## src/rtl/mips_pkg.sv

```systemverilog
// Shared definitions for the multicycle MIPS front end: opcode values,
// instruction field positions and the fetch FSM state type.
package mips_pkg;

    // Instruction field positions
    localparam int OPC_MSB = 31;
    localparam int OPC_LSB = 26;
    localparam int IMM_MSB = 15;
    localparam int IMM_LSB = 0;

    // Opcodes the fetch stage has to recognise
    localparam logic [5:0] OPC_BEZ = 6'b101000;
    localparam logic [5:0] OPC_BNE = 6'b101001;
    localparam logic [5:0] OPC_JMP = 6'b101010;

    // Immediate value that makes a JMP target its own address
    localparam logic [15:0] IMM_SELF_JUMP = 16'hFFFF;

    // Fetch FSM states
    typedef enum logic [1:0] {
        ST_FETCH   = 2'd0,
        ST_ISSUE   = 2'd1,
        ST_BR_WAIT = 2'd2
    } fetch_state_e;

    // True for the conditional branches that must wait for execute
    function automatic logic is_cond_branch(input logic [5:0] opc);
        return (opc == OPC_BEZ) || (opc == OPC_BNE);
    endfunction

endpackage

```

## src/rtl/branch_target_calc.sv

```systemverilog
// PC-relative target adder: base + 4 + (sign-extended imm16 scaled to words).
// The word scaling keeps the two low bits of an aligned base at zero.
module branch_target_calc (
    input  logic [31:0] base_addr,
    input  logic [15:0] imm16,
    output logic [31:0] target
);

    logic [31:0] offset_s;

    // Sign-extend the immediate and scale it from words to bytes
    always_comb begin
        offset_s = {{14{imm16[15]}}, imm16, 2'b00};
    end

    // Wrap-around addition; overflow past 2^32 is intentionally dropped
    always_comb begin
        target = base_addr + 32'd4 + offset_s;
    end

endmodule

```

## src/rtl/instr_fetch_stage.sv

```systemverilog
// Fetch stage: owns the PC, drives instruction memory, latches the returned
// word into IR and hands it to decode over valid/ready. Conditional branches
// park the stage until execute reports the outcome.
module instr_fetch_stage
    import mips_pkg::*;
#(
    parameter logic [31:0] RESET_PC = 32'h0000_0000
) (
    input  logic        clk,
    input  logic        rst_n,
    output logic [31:0] imem_addr,
    input  logic [31:0] imem_data,
    output logic [31:0] ir,
    output logic [31:0] ir_pc,
    output logic        ir_valid,
    input  logic        ir_ready,
    input  logic        br_done,
    input  logic        br_taken,
    output logic [31:0] pc,
    output logic        halted
);

    fetch_state_e state_r;
    fetch_state_e state_nxt_s;

    logic [31:0] pc_r;
    logic [31:0] pc_nxt_s;
    logic [31:0] ir_r;
    logic [31:0] ir_nxt_s;
    logic [31:0] ir_pc_r;
    logic [31:0] ir_pc_nxt_s;
    logic        ir_valid_r;
    logic        ir_valid_nxt_s;
    logic        halted_r;
    logic        halted_nxt_s;

    logic [5:0]  fetch_opc_s;
    logic [15:0] fetch_imm_s;
    logic [5:0]  ir_opc_s;
    logic [15:0] ir_imm_s;
    logic [31:0] tgt_base_s;
    logic [15:0] tgt_imm_s;
    logic [31:0] tgt_s;

    // Field extraction from the word arriving from memory and from IR
    always_comb begin
        fetch_opc_s = imem_data[OPC_MSB:OPC_LSB];
        fetch_imm_s = imem_data[IMM_MSB:IMM_LSB];
        ir_opc_s    = ir_r[OPC_MSB:OPC_LSB];
        ir_imm_s    = ir_r[IMM_MSB:IMM_LSB];
    end

    // One adder serves both paths: JMP relative to the fetch PC while
    // fetching, branch correction relative to the latched IR address later
    always_comb begin
        if (state_r == ST_BR_WAIT) begin
            tgt_base_s = ir_pc_r;
            tgt_imm_s  = ir_imm_s;
        end else begin
            tgt_base_s = pc_r;
            tgt_imm_s  = fetch_imm_s;
        end
    end

    branch_target_calc u_target (
        .base_addr (tgt_base_s),
        .imm16     (tgt_imm_s),
        .target    (tgt_s)
    );

    // Next-state and next-datapath logic for the fetch FSM
    always_comb begin
        state_nxt_s    = state_r;
        pc_nxt_s       = pc_r;
        ir_nxt_s       = ir_r;
        ir_pc_nxt_s    = ir_pc_r;
        ir_valid_nxt_s = ir_valid_r;
        halted_nxt_s   = halted_r;

        case (state_r)
            ST_FETCH: begin
                ir_nxt_s       = imem_data;
                ir_pc_nxt_s    = pc_r;
                ir_valid_nxt_s = 1'b1;
                state_nxt_s    = ST_ISSUE;
                if (fetch_opc_s == OPC_JMP) begin
                    pc_nxt_s = tgt_s;
                    if (fetch_imm_s == IMM_SELF_JUMP) begin
                        halted_nxt_s = 1'b1;
                    end else begin
                        halted_nxt_s = halted_r;
                    end
                end else begin
                    pc_nxt_s = pc_r + 32'd4;
                end
            end

            ST_ISSUE: begin
                // IR, its address and PC are held; only the handshake moves us
                if (ir_valid_r && ir_ready) begin
                    ir_valid_nxt_s = 1'b0;
                    if (is_cond_branch(ir_opc_s)) begin
                        state_nxt_s = ST_BR_WAIT;
                    end else begin
                        state_nxt_s = ST_FETCH;
                    end
                end else begin
                    state_nxt_s = ST_ISSUE;
                end
            end

            ST_BR_WAIT: begin
                // PC already holds the fall-through; overwrite only if taken
                if (br_done) begin
                    state_nxt_s = ST_FETCH;
                    if (br_taken) begin
                        pc_nxt_s = tgt_s;
                    end else begin
                        pc_nxt_s = pc_r;
                    end
                end else begin
                    state_nxt_s = ST_BR_WAIT;
                end
            end

            default: begin
                // Unreachable encoding: recover by restarting the fetch
                state_nxt_s = ST_FETCH;
            end
        endcase
    end

    // State and datapath registers with synchronous active-low reset
    always_ff @(posedge clk) begin
        if (!rst_n) begin
            state_r    <= ST_FETCH;
            pc_r       <= RESET_PC;
            ir_r       <= 32'h0000_0000;
            ir_pc_r    <= 32'h0000_0000;
            ir_valid_r <= 1'b0;
            halted_r   <= 1'b0;
        end else begin
            state_r    <= state_nxt_s;
            pc_r       <= pc_nxt_s;
            ir_r       <= ir_nxt_s;
            ir_pc_r    <= ir_pc_nxt_s;
            ir_valid_r <= ir_valid_nxt_s;
            halted_r   <= halted_nxt_s;
        end
    end

    // Outputs come straight from registers; the memory address mirrors PC
    always_comb begin
        imem_addr = pc_r;
        pc        = pc_r;
        ir        = ir_r;
        ir_pc     = ir_pc_r;
        ir_valid  = ir_valid_r;
        halted    = halted_r;
    end

endmodule
```

## config.mk

```make
export PLATFORM = sky130hd
export DESIGN_NAME = instr_fetch_stage
export DESIGN_NICKNAME = d
export VERILOG_FILES = /design/src/rtl/mips_pkg.sv /design/src/rtl/branch_target_calc.sv /design/src/rtl/instr_fetch_stage.sv
export SDC_FILE = /design/constraint.sdc
export NUM_CORES = 1
export LEC_CHECK = 0
export CAP_MARGIN = 15
export CORE_AREA = 2 2 117 119
export CTS_CLUSTER_SIZE = 12
export DETAILED_ROUTE_END_ITERATION = 8
export DIE_AREA = 0 0 119 121
export PLACE_DENSITY = 0.87
export SLEW_MARGIN = 20
export SYNTH_ARGS = -nofsm -noshare
export SYNTH_HDL_FRONTEND = slang
export SYNTH_SLANG_ARGS = --single-unit
```

## constraint.sdc

```tcl
create_clock -name clk -period 11.5 [get_ports clk]
set_input_delay 2.3 -clock clk [delete_from_list [all_inputs] [get_ports clk]]
set_output_delay 2.3 -clock clk [all_outputs]
set_load 0.05 [all_outputs]
```

io_fan.png
Scale bar: 20 um.
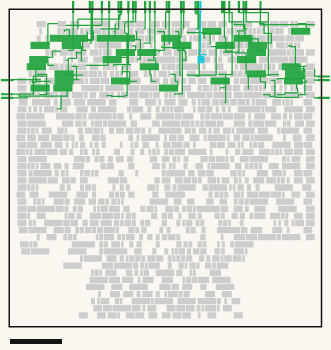
ir -> green  # bits 32, direction output, edge 26 top, 3 right, 3 left, end cells 32, buffers 32, wire 1,050 um
br_done -> cyan  # bits 1, direction input, edge top, end cells 2, buffers 1, wire 23.1 um
Ports: 167
count of input and output buffers: 166

placement.png
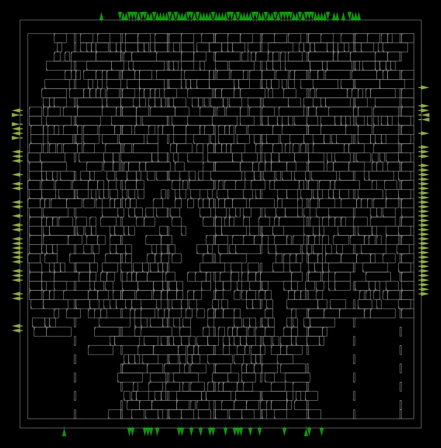
Final Core Density: 67.0%
fill count: 1,087
number of tap cells added at floorplan: 176
# rows: 42

flops_by_reg.png
Scale bar: 20 um.
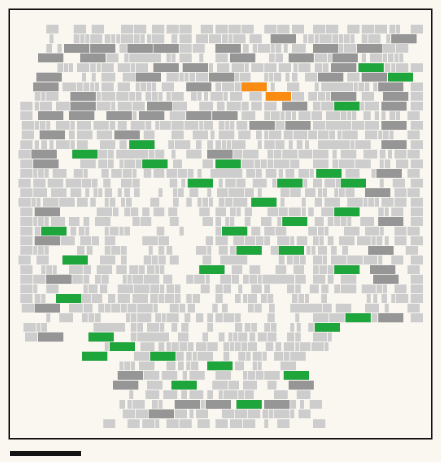
imem_addr -> green  # placed flops 32
state_r -> orange  # placed flops 2
not coloured = 66

==> reports/metrics.cfg <==
[logic_synthesis]
top_cell_area_share_pct = 28.6
synth.ff_latch_count = 100
fa_ha_area_share_pct = 10.7
postSynthSeqShare_pct = 28.6
yosysMostFrequentCell = sky130_fd_sc_hd__nand2_1
syn-cell-area_sq_um = 6990
synth_compound_gate_area_share_pct = 21.0
synth.logic.top_family = AND-OR/OR-AND gates
topCellsByArea = sky130_fd_sc_hd__dfxtp_1, sky130_fd_sc_hd__ha_1, sky130_fd_sc_hd__a21oi_1
edf_count = 0
post_synth_inst_count = 893
synthArstFlopShare_pct = 0
mux_share_pct = 8.39
synth.distinct_cells = 60
top_cells_by_count = sky130_fd_sc_hd__nand2_1, sky130_fd_sc_hd__a21oi_1, sky130_fd_sc_hd__dfxtp_1, sky130_fd_sc_hd__ha_1, sky130_fd_sc_hd__nor2_1
synth.yosys.num_cells = 893
xor_share_pct = 3.76
synth.yosys.warnings = 0
synth.cellmix.simpleShare_pct = 20.6
ys_area_sq_um = 6990
synth.avg_cell_area_sq_um = 7.83
synth.largest_area_cell = sky130_fd_sc_hd__dfxtp_1
most_instantiated_flip_flop_cell_in_the_synthesis_netlist = sky130_fd_sc_hd__dfxtp_1
synthesis.nets = 989

[power_and_ir_drop]
power_top_consumer = sequential cells
power.sequential.fraction_pct = 44.1
clock_power_share_pct = 36.2
power_clock_mw = 0.299
netSwitchingPower_mw = 0.263
power_report.internal_total_mw = 0.566
powerComb_mw = 0.163
comb_pwr_share_pct = 19.7
power.density_cell_area_nw_per_um2 = 94.4
netSwitchingFraction_pct = 31.7
power_consumed_by_sequential_cells_mw = 0.365
leakage_nw = 3.42

[setup_path]
worst-r2r-setup-slack_ns = 6.65
worst_ep_arrival_time_ns = 5.77
timing.critical_path.cells = clkdlybuf4s50_1 > mux2_2 > ha_1 > ha_1 > fa_1 > a211oi_1 > o211ai_1 > a21oi_1 > o21ai_0 > a211oi_1 > mux2i_1 > o21ai_1
startpoint_type = primary input
slowest_stage = sky130_fd_sc_hd__a211oi_1
critical_setup_path_class = primary input to flop
cpLargestDelayFamily = AND-OR/OR-AND gates
rr_worst_depth = 13
path_buffers = 1
timing.critical_path.depth = 12
reg2reg_from = state_r[0]
timing.rr.end = imem_addr[31]
cp_max_fo = 3
critPathRequiredTime_ns = 11.75
worstSetupEndpointType = flop
cpPeakStageDelay_ns = 0.49

[status]
outcome = finished clean

[detailed_routing]
drt_first_iter_violations = 542
post-route-drc-count = 0
ant_nets = 0
via_per_inst = 5.92
detail_route.wl_per_cell_um = 17.6
routed_wl_mm = 20.6
num_vias = 6935
detail_route.first_pass.iterations = 5

[run]
warning_count = 26
timing.max_cap.violations = 0

[global_route]
grt_antenna_before_repair = 0
grt_pass1_wl_mm = 33.4
first_global_vias = 6614
grt_start_max_net_pins = 89
remaining_overflow_grt = 0
grtUsageTotal_pct = 28.7

[placement]
gp_congestion = 0.970
place_area_sq_um = 8480
hpwlAfterDp_mm = 14.8

[final_timing]
max_freq_mhz = 181
layout_worst_path_cycle_share_pct = 48.0
worst_slew_margin_rel_pct = 33.6
worst_pin_slew_ns = 0.996
maxSlewViolCount = 0
setup_repair_after_global_routing_missed_its_margin = no
fin_worst_skew_ns = 0.0116
tns_ns = 0
setup_viol = 0
final-hold-violation-count = 0
post_layout_minimum_cycle_time_ns = 5.52

[clock_network]
postCtsSetupRepairBufs = 0
clk_transition_reported_paths_ns = 0.08
numCtsBuffers = 9
clock_tree_from_tritoncts = built
cts_max_path_buffers = 2
clk_root_buffer_cell = sky130_fd_sc_hd__clkbuf_16
clkSinkCount = 100
postCtsResizedCells = 0
clk-insertion-delay-late_ns = 0.36
cts_hold_buf = 0
htree_num_levels = 3

[floorplanning]
design.die.area_sq_um = 14400
floorplan.initialDensity_pct = 53.4

[hold_path]
holdPathEnd = ir[17]
min_delay_src = ir[17]
timing.hold.worst.class = flop to flop
worstHoldPathCells = 2

[final_layout]
area_growth_pct = 25.4
proportion_of_layout_cells_with_a_drive_suffix_above_1_pct = 7.93
layout.cell_area.non_filler_sq_um = 8770
design.final.nets = 1087
antenna_cells = 0
most-common-layout-cells = sky130_fd_sc_hd__clkdlybuf4s50_1, sky130_fd_sc_hd__nand2_1, sky130_fd_sc_hd__a21oi_1
layout_top_cell_excl_fill_tap = sky130_fd_sc_hd__clkdlybuf4s50_1

cell_density.png
Scale bar: 20 um. 12 x 12 tiles, from white (low) to dark blue (high), 0 to 100% covered.
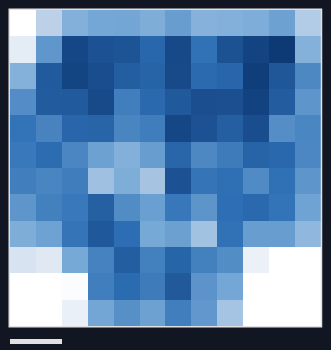
mean over tiles = 59%
emptiest ninth of the die = bottom right
tiles over 75% full = 32%
fullest tile = 97%
nearly empty tiles = 9.0%

power_grid.png
Scale bar: 20 um. Pins as bars on the die edge. Tap cells in grey.
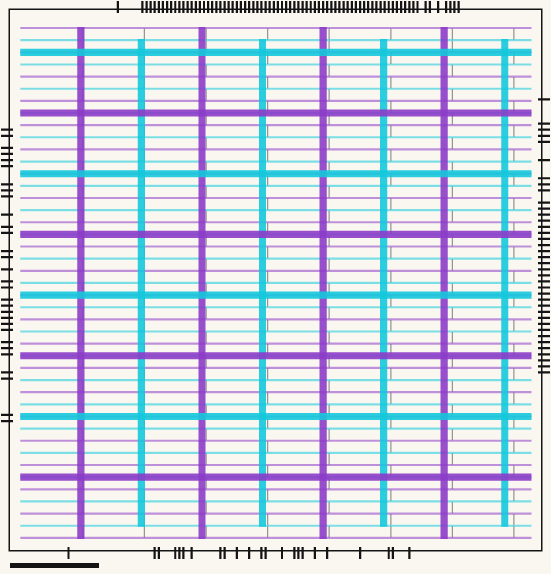
VDD -> cyan
VSS -> purple
rows = 42
met1 rails = 43
met5 straps = 8
met4 straps = 8
tap cells = 176
peak ir drop on the vdd network: 0.0661 mV
die x size: 119 um
core area: 13,100 sq um
die span in y: 121 um

-- registers in the layout (all words and copies together), names as in the netlist --
signal	cells
halted	1
ir_pc	32
imem_addr	32
ir_valid	1
state_r	2
ir	32
-- how the worst max path moves through the flow --
| stage | from | to | slack [ns] |
|---|---|---|---|
| final | imem_data[1] | imem_addr[31] | 5.98 |
| after global routing | imem_data[1] | imem_addr[31] | 5.74 |
| after CTS | imem_data[1] | imem_addr[31] | 5.97 |
| after detailed placement | imem_data[1] | imem_addr[31] | 5.66 |
| after global placement | imem_data[1] | imem_addr[31] | 5.72 |
| after floorplan | imem_data[1] | imem_addr[31] | 6.51 |
-- metal layers --
metal,track usage [%],up-vias,wire length (um)
met1,37.6,3219,9120
met2,47.4,293,9550
met3,5.40,45,1520
met4,9.90,0,460
met5,0,-,0
li1,-,3378,-
-- cell type report --
| type | instances | area (sq um) | area share (%) |
|---|---|---|---|
| inverter | 8 | 30.0 | 0.343 |
| multi-input combinational | 699 | 4520 | 51.5 |
| timing repair buffer | 173 | 1710 | 19.6 |
| sequential | 100 | 2000 | 22.8 |
| clock inverter | 6 | 53.8 | 0.614 |
| tap | 176 | 220 | 2.51 |
| clock buffer | 10 | 229 | 2.61 |
-- per-stage QoR --
| step | hold slack (ns) | util [%] | total power, mW | worst slack [ns] | cells |
|---|---|---|---|---|---|
| global placement | 0.442 | 64.8 | 0.532 | 5.72 | 1156 |
| finish | 0.459 | 67.0 | 0.828 | 5.98 | 1172 |
| floorplan | 0.598 | - | 0.479 | 6.51 | 893 |
| detailed placement | 0.446 | 64.8 | 0.535 | 5.66 | 1156 |
| global route | 0.484 | 67.0 | 0.856 | 5.74 | 1172 |
| CTS | 0.457 | 67.0 | 0.829 | 5.97 | 1172 |
Power and IR drop assume default switching activity.
